Fig. 1: signal wires on met1
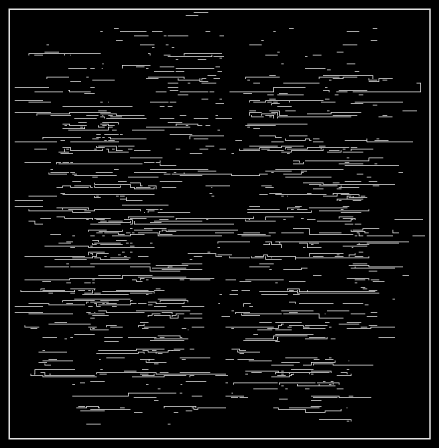
Fig. 2: the metal 2 layer
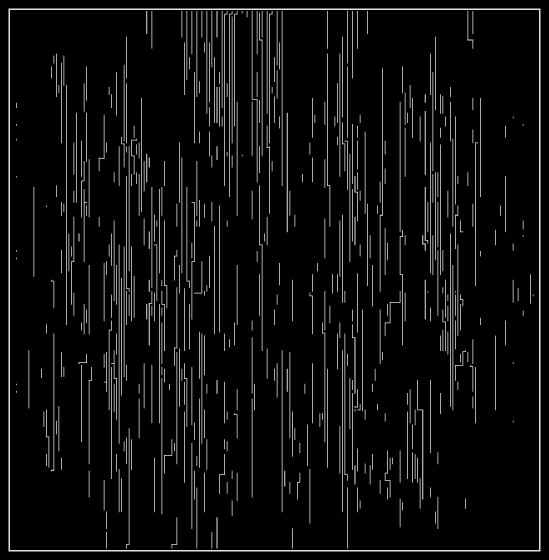
## config.mk

```make
export PLATFORM = sky130hd
export DESIGN_NAME = hazard_control_unit_flat
export DESIGN_NICKNAME = d
export VERILOG_FILES = /design/src/rtl/hazard_control_unit_if.sv /design/src/rtl/hazard_control_unit.sv /design/src/flat_wrapper.sv
export SDC_FILE = /design/constraint.sdc
export NUM_CORES = 1
export LEC_CHECK = 0
export CAP_MARGIN = 20
export CELL_PAD_IN_SITES_DETAIL_PLACEMENT = 1
export CELL_PAD_IN_SITES_GLOBAL_PLACEMENT = 2
export CORE_AREA = 2 2 95 97
export CTS_CLUSTER_SIZE = 16
export DETAILED_ROUTE_END_ITERATION = 6
export DIE_AREA = 0 0 97 99
export PLACE_DENSITY_LB_ADDON = 0.1
export SETUP_SLACK_MARGIN = 0.05
export SLEW_MARGIN = 20
export SYNTH_ARGS = -nofsm -noshare
export SYNTH_HDL_FRONTEND = slang
export SYNTH_SLANG_ARGS = --single-unit
```

## constraint.sdc

```tcl
create_clock -name clk -period 5.1 [get_ports clk]
set_input_delay 0.51 -clock clk [delete_from_list [all_inputs] [get_ports clk]]
set_output_delay 0.51 -clock clk [all_outputs]
set_load 0.01 [all_outputs]
```

## src/rtl/hazard_control_unit_if.sv

```systemverilog
// rtl/hazard_control_unit_if.sv - pipeline-side signal bundle for the hazard control unit
interface hazard_control_unit_if #(
   parameter int CNT_W = 16
);
   logic [4:0]       id_rs1;
   logic [4:0]       id_rs2;
   logic             id_use_rs1;
   logic             id_use_rs2;
   logic [4:0]       ex_rd;
   logic             ex_memread;
   logic             branch_taken;
   logic             mem_busy;
   logic             pc_write;
   logic             ifid_write;
   logic             idex_write;
   logic             exmem_write;
   logic             ifid_flush;
   logic             idex_bubble;
   logic [CNT_W-1:0] stall_cycles;
   logic [CNT_W-1:0] flush_count;
   logic             mem_timeout;
   logic [1:0]       hz_state;

   modport master (
      output id_rs1, id_rs2, id_use_rs1, id_use_rs2, ex_rd, ex_memread,
             branch_taken, mem_busy,
      input  pc_write, ifid_write, idex_write, exmem_write, ifid_flush,
             idex_bubble, stall_cycles, flush_count, mem_timeout, hz_state
   );

   modport slave (
      input  id_rs1, id_rs2, id_use_rs1, id_use_rs2, ex_rd, ex_memread,
             branch_taken, mem_busy,
      output pc_write, ifid_write, idex_write, exmem_write, ifid_flush,
             idex_bubble, stall_cycles, flush_count, mem_timeout, hz_state
   );
endinterface

```

## src/rtl/hazard_control_unit.sv

```systemverilog
// rtl/hazard_control_unit.sv - load-use stall, branch flush and memory freeze control
module hazard_control_unit #(
   parameter int CNT_W   = 16,
   parameter int TIMEOUT = 255
) (
   input logic                   clk,
   input logic                   rst,
   hazard_control_unit_if.slave  bus
);
   localparam int WAIT_W = (TIMEOUT < 2) ? 1 : $clog2(TIMEOUT + 1);

   localparam logic [1:0] ST_RUN      = 2'd0;
   localparam logic [1:0] ST_MEM_WAIT = 2'd1;
   localparam logic [1:0] ST_ERROR    = 2'd2;

   logic [1:0]        state;
   logic              flush_pending;
   logic [WAIT_W-1:0] wait_cnt;
   logic [CNT_W-1:0]  stall_cnt;
   logic [CNT_W-1:0]  flush_cnt;
   logic              timeout_flag;

   logic load_use;
   logic freeze;
   logic flush;
   logic stall;
   logic pc_en;

   always_comb begin
      load_use = bus.ex_memread && (bus.ex_rd != 5'd0) &&
                 ((bus.id_use_rs1 && (bus.id_rs1 == bus.ex_rd)) ||
                  (bus.id_use_rs2 && (bus.id_rs2 == bus.ex_rd)));
      // Reset forces the default enables regardless of the (possibly unknown) state.
      freeze = !rst && ((state == ST_ERROR) || bus.mem_busy);
      flush  = !rst && !freeze && (bus.branch_taken || flush_pending);
      stall  = !rst && !freeze && !flush && load_use;
      pc_en  = !(freeze || stall);
   end

   assign bus.pc_write     = pc_en;
   assign bus.ifid_write   = pc_en;
   assign bus.idex_write   = !freeze;
   assign bus.exmem_write  = !freeze;
   assign bus.ifid_flush   = flush;
   assign bus.idex_bubble  = flush || stall;
   assign bus.stall_cycles = stall_cnt;
   assign bus.flush_count  = flush_cnt;
   assign bus.mem_timeout  = timeout_flag;
   assign bus.hz_state     = state;

   always_ff @(posedge clk) begin
      if (rst) begin
         state         <= ST_RUN;
         flush_pending <= 1'b0;
         wait_cnt      <= '0;
         stall_cnt     <= '0;
         flush_cnt     <= '0;
         timeout_flag  <= 1'b0;
      end else begin
         case (state)
            ST_RUN: begin
               if (bus.mem_busy) begin
                  state    <= ST_MEM_WAIT;
                  wait_cnt <= '0;
               end
            end
            ST_MEM_WAIT: begin
               if (!bus.mem_busy) begin
                  state <= ST_RUN;
               end else if (wait_cnt == WAIT_W'(TIMEOUT - 1)) begin
                  state        <= ST_ERROR;
                  timeout_flag <= 1'b1;
               end else begin
                  wait_cnt <= wait_cnt + WAIT_W'(1);
               end
            end
            ST_ERROR: state <= ST_ERROR;
            default:  state <= ST_RUN;
         endcase

         // A branch seen while frozen is replayed on the first unfrozen cycle, once.
         if (flush) begin
            flush_pending <= 1'b0;
         end else if (freeze && bus.branch_taken) begin
            flush_pending <= 1'b1;
         end

         if (!pc_en && (stall_cnt != '1)) begin
            stall_cnt <= stall_cnt + CNT_W'(1);
         end
         if (flush && (flush_cnt != '1)) begin
            flush_cnt <= flush_cnt + CNT_W'(1);
         end
      end
   end
endmodule

```

## src/flat_wrapper.sv

```systemverilog
// flat-port wrapper written by rule: the top's interface ports become plain ports
module hazard_control_unit_flat 
#(
   parameter int CNT_W   = 16,
   parameter int TIMEOUT = 255
)
  (clk, rst, bus_id_rs1, bus_id_rs2, bus_id_use_rs1, bus_id_use_rs2, bus_ex_rd, bus_ex_memread, bus_branch_taken, bus_mem_busy, bus_pc_write, bus_ifid_write, bus_idex_write, bus_exmem_write, bus_ifid_flush, bus_idex_bubble, bus_stall_cycles, bus_flush_count, bus_mem_timeout, bus_hz_state);
  hazard_control_unit_if #(.CNT_W(CNT_W)) bus_i ();
  input logic clk;
  input logic rst;
  input wire logic [$bits(bus_i.id_rs1)-1:0] bus_id_rs1;
  input wire logic [$bits(bus_i.id_rs2)-1:0] bus_id_rs2;
  input wire logic [$bits(bus_i.id_use_rs1)-1:0] bus_id_use_rs1;
  input wire logic [$bits(bus_i.id_use_rs2)-1:0] bus_id_use_rs2;
  input wire logic [$bits(bus_i.ex_rd)-1:0] bus_ex_rd;
  input wire logic [$bits(bus_i.ex_memread)-1:0] bus_ex_memread;
  input wire logic [$bits(bus_i.branch_taken)-1:0] bus_branch_taken;
  input wire logic [$bits(bus_i.mem_busy)-1:0] bus_mem_busy;
  output wire logic [$bits(bus_i.pc_write)-1:0] bus_pc_write;
  output wire logic [$bits(bus_i.ifid_write)-1:0] bus_ifid_write;
  output wire logic [$bits(bus_i.idex_write)-1:0] bus_idex_write;
  output wire logic [$bits(bus_i.exmem_write)-1:0] bus_exmem_write;
  output wire logic [$bits(bus_i.ifid_flush)-1:0] bus_ifid_flush;
  output wire logic [$bits(bus_i.idex_bubble)-1:0] bus_idex_bubble;
  output wire logic [$bits(bus_i.stall_cycles)-1:0] bus_stall_cycles;
  output wire logic [$bits(bus_i.flush_count)-1:0] bus_flush_count;
  output wire logic [$bits(bus_i.mem_timeout)-1:0] bus_mem_timeout;
  output wire logic [$bits(bus_i.hz_state)-1:0] bus_hz_state;
  assign bus_i.id_rs1 = bus_id_rs1;
  assign bus_i.id_rs2 = bus_id_rs2;
  assign bus_i.id_use_rs1 = bus_id_use_rs1;
  assign bus_i.id_use_rs2 = bus_id_use_rs2;
  assign bus_i.ex_rd = bus_ex_rd;
  assign bus_i.ex_memread = bus_ex_memread;
  assign bus_i.branch_taken = bus_branch_taken;
  assign bus_i.mem_busy = bus_mem_busy;
  assign bus_pc_write = bus_i.pc_write;
  assign bus_ifid_write = bus_i.ifid_write;
  assign bus_idex_write = bus_i.idex_write;
  assign bus_exmem_write = bus_i.exmem_write;
  assign bus_ifid_flush = bus_i.ifid_flush;
  assign bus_idex_bubble = bus_i.idex_bubble;
  assign bus_stall_cycles = bus_i.stall_cycles;
  assign bus_flush_count = bus_i.flush_count;
  assign bus_mem_timeout = bus_i.mem_timeout;
  assign bus_hz_state = bus_i.hz_state;
  hazard_control_unit #(.CNT_W(CNT_W), .TIMEOUT(TIMEOUT)) u_core (.clk(clk), .rst(rst), .bus(bus_i));
endmodule
```

==> impl_metrics.ini <==
; synthesis and place-and-route metrics
[setup_path]
crit_path_cell_trace = clkdlybuf4s50_1 > buf_4 > or2_4 > nand2b_1 > or2_2 > o21ai_0 > inv_1 > clkdlybuf4s50_1
crit_top_cell = clkdlybuf4s50_1
reg2reg_slack_ns = 2.63
reg2reg_depth = 6
worstPathRequired_ns = 4.59

[clock_tree]
cts_buffer_depth = 2
ctsResizeCount = 0
cts-root-buf = clkbuf_8

[synthesis]
synthCells = 310
mappedNetlistArea_um2 = 2580
synth_nets = 336
ys_area_um2 = 2580
synth.avg_cell_area_um2 = 8.31
async_reset_ff_frac = 0

[pwr]
combinationalPowerShare = 0.108
power.density_nw_per_um2 = 213
p_seq_frac = 0.487
vdd_drop_max_v = 0.000124
p_switching_mw = 0.177

[layout]
syn_to_final_growth_pct = 32.4
seq_area_um2 = 881

[routing]
dr.pass1.iters = 4
wl_per_cell_um = 15.3

[final_timing]
fmax_mhz = 280
setup_viol = 0

[run_status]
status = finished, final reports clean

[job]
warnings = 27

[global_routing]
grt_pass1_vias = 2501
grt_antenna_before_repair = 0

[hold_path]
holdPathEnd = u_core.bus.mem_timeout$_SDFFE_PP0P_
Back to the opening pictures, Fig. 1:
nets with wire on the layer: 351
longest straight run: 30.8 um
wire length on this layer: 3320 um
main direction: horizontal
met1 GRT Util: 0.186
total number of vias: 2484
DRT Wirelength: 7260 um

Back to the opening pictures, Fig. 2:
longest straight run: 43.9 um
nets with wire on the layer: 353
share of all routed wire: 51%
main direction: vertical
wire length on this layer: 3730 um
met2 Usage GRT: 0.282

==> sequential cells by signal (all words and copies together), names as in the netlist <==
| signal | count |
|---|---|
| u_core.bus.stall_cycles | 16 |
| u_core.bus.mem_timeout | 1 |
| u_core.bus.hz_state | 2 |
| u_core.bus.flush_count | 16 |
| u_core.wait_cnt | 8 |
| u_core.flush_pending | 1 |
==> synthesized netlist by cell type (all sizes together), types with 2 or more instances <==
| cell | n | share of area |
|---|---|---|
| o21ai | 2 | 0.0039 |
| nor3 | 16 | 0.031 |
| nor2b | 10 | 0.024 |
| nand4 | 15 | 0.036 |
| dfxtp | 44 | 0.34 |
| xor2 | 10 | 0.034 |
| inv | 9 | 0.013 |
| or2 | 2 | 0.0058 |
| nand3 | 10 | 0.019 |
| and4 | 8 | 0.027 |
| a21oi | 14 | 0.027 |
| a41oi | 3 | 0.010 |
| o22ai | 2 | 0.0049 |
| mux2i | 7 | 0.027 |
| nand3b | 3 | 0.0087 |
| nand2b | 9 | 0.022 |
| ha | 4 | 0.019 |
| xnor2 | 18 | 0.061 |
| a31oi | 4 | 0.0097 |
| nand2 | 13 | 0.019 |
| mux2 | 8 | 0.035 |
| a211oi | 2 | 0.0058 |
| nor4 | 12 | 0.032 |
| nor2 | 37 | 0.054 |
| clkbuf | 12 | 0.017 |
| or4 | 3 | 0.0087 |
| nor3b | 2 | 0.0058 |
| and2 | 2 | 0.0049 |
| buf | 4 | 0.0097 |
| nor4b | 2 | 0.0068 |
| and3 | 6 | 0.015 |
==> kinds of logic (layout without fill, tap and decap cells) <==
family | Yosys count | after routing | synth area share
AOI/OAI and AO/OA | 39 | 39 | 0.105
xor gates and xnor gates | 28 | 28 | 0.0951
adders and majority gates | 4 | 4 | 0.0194
buffers and inverters | 25 | 82 | 0.0403
DFF | 44 | 44 | 0.342
muxes | 15 | 15 | 0.0621
and+or+nand+nor | 155 | 155 | 0.336
==> worst min-delay path, stage by stage (launching register included) <==
cell and delay (ns):
dfxtp_1 0.32, inv_1 0.04, a21oi_1 0.05
==> power by group through the flow <==
| stage | combinational (mW) | sequential (mW) | clock (mW) |
|---|---|---|---|
| finish | 0.0783 | 0.354 | 0.295 |
| global route | 0.0866 | 0.355 | 0.321 |
| CTS | 0.0793 | 0.354 | 0.309 |
| detailed placement | 0.0789 | 0.362 | 0 |
| global placement | 0.0780 | 0.362 | 0 |
| floorplan | 0.0385 | 0.362 | 0 |
==> final cells by class <==
type,count,share of cell area
multi-input combinational,241,0.468
timing repair buffer,65,0.188
clock buffer,6,0.0242
inverter,9,0.00990
tap,108,0.0396
clock inverter,2,0.0114
sequential,44,0.258
==> per-stage QoR <==
step,cells,util,cell area [um2]
2_1_floorplan,310,-,2580
3_3_place_gp,467,0.384,3290
3_5_place_dp,467,0.384,3290
4_1_cts,475,0.398,3410
5_1_grt,475,0.399,3410
6_report,475,0.399,3410
==> layer usage <==
metal	part of all wire	wire length, um	track usage	vias to the layer above
met5	0	0	0	-
met4	0.0050	36	0.0293	0
met3	0.023	168	0.0291	2
met2	0.51	3730	0.282	35
met1	0.46	3320	0.186	1206
li1	-	-	-	1241
No activity file was given, so power comes from the tool's default toggle rates.
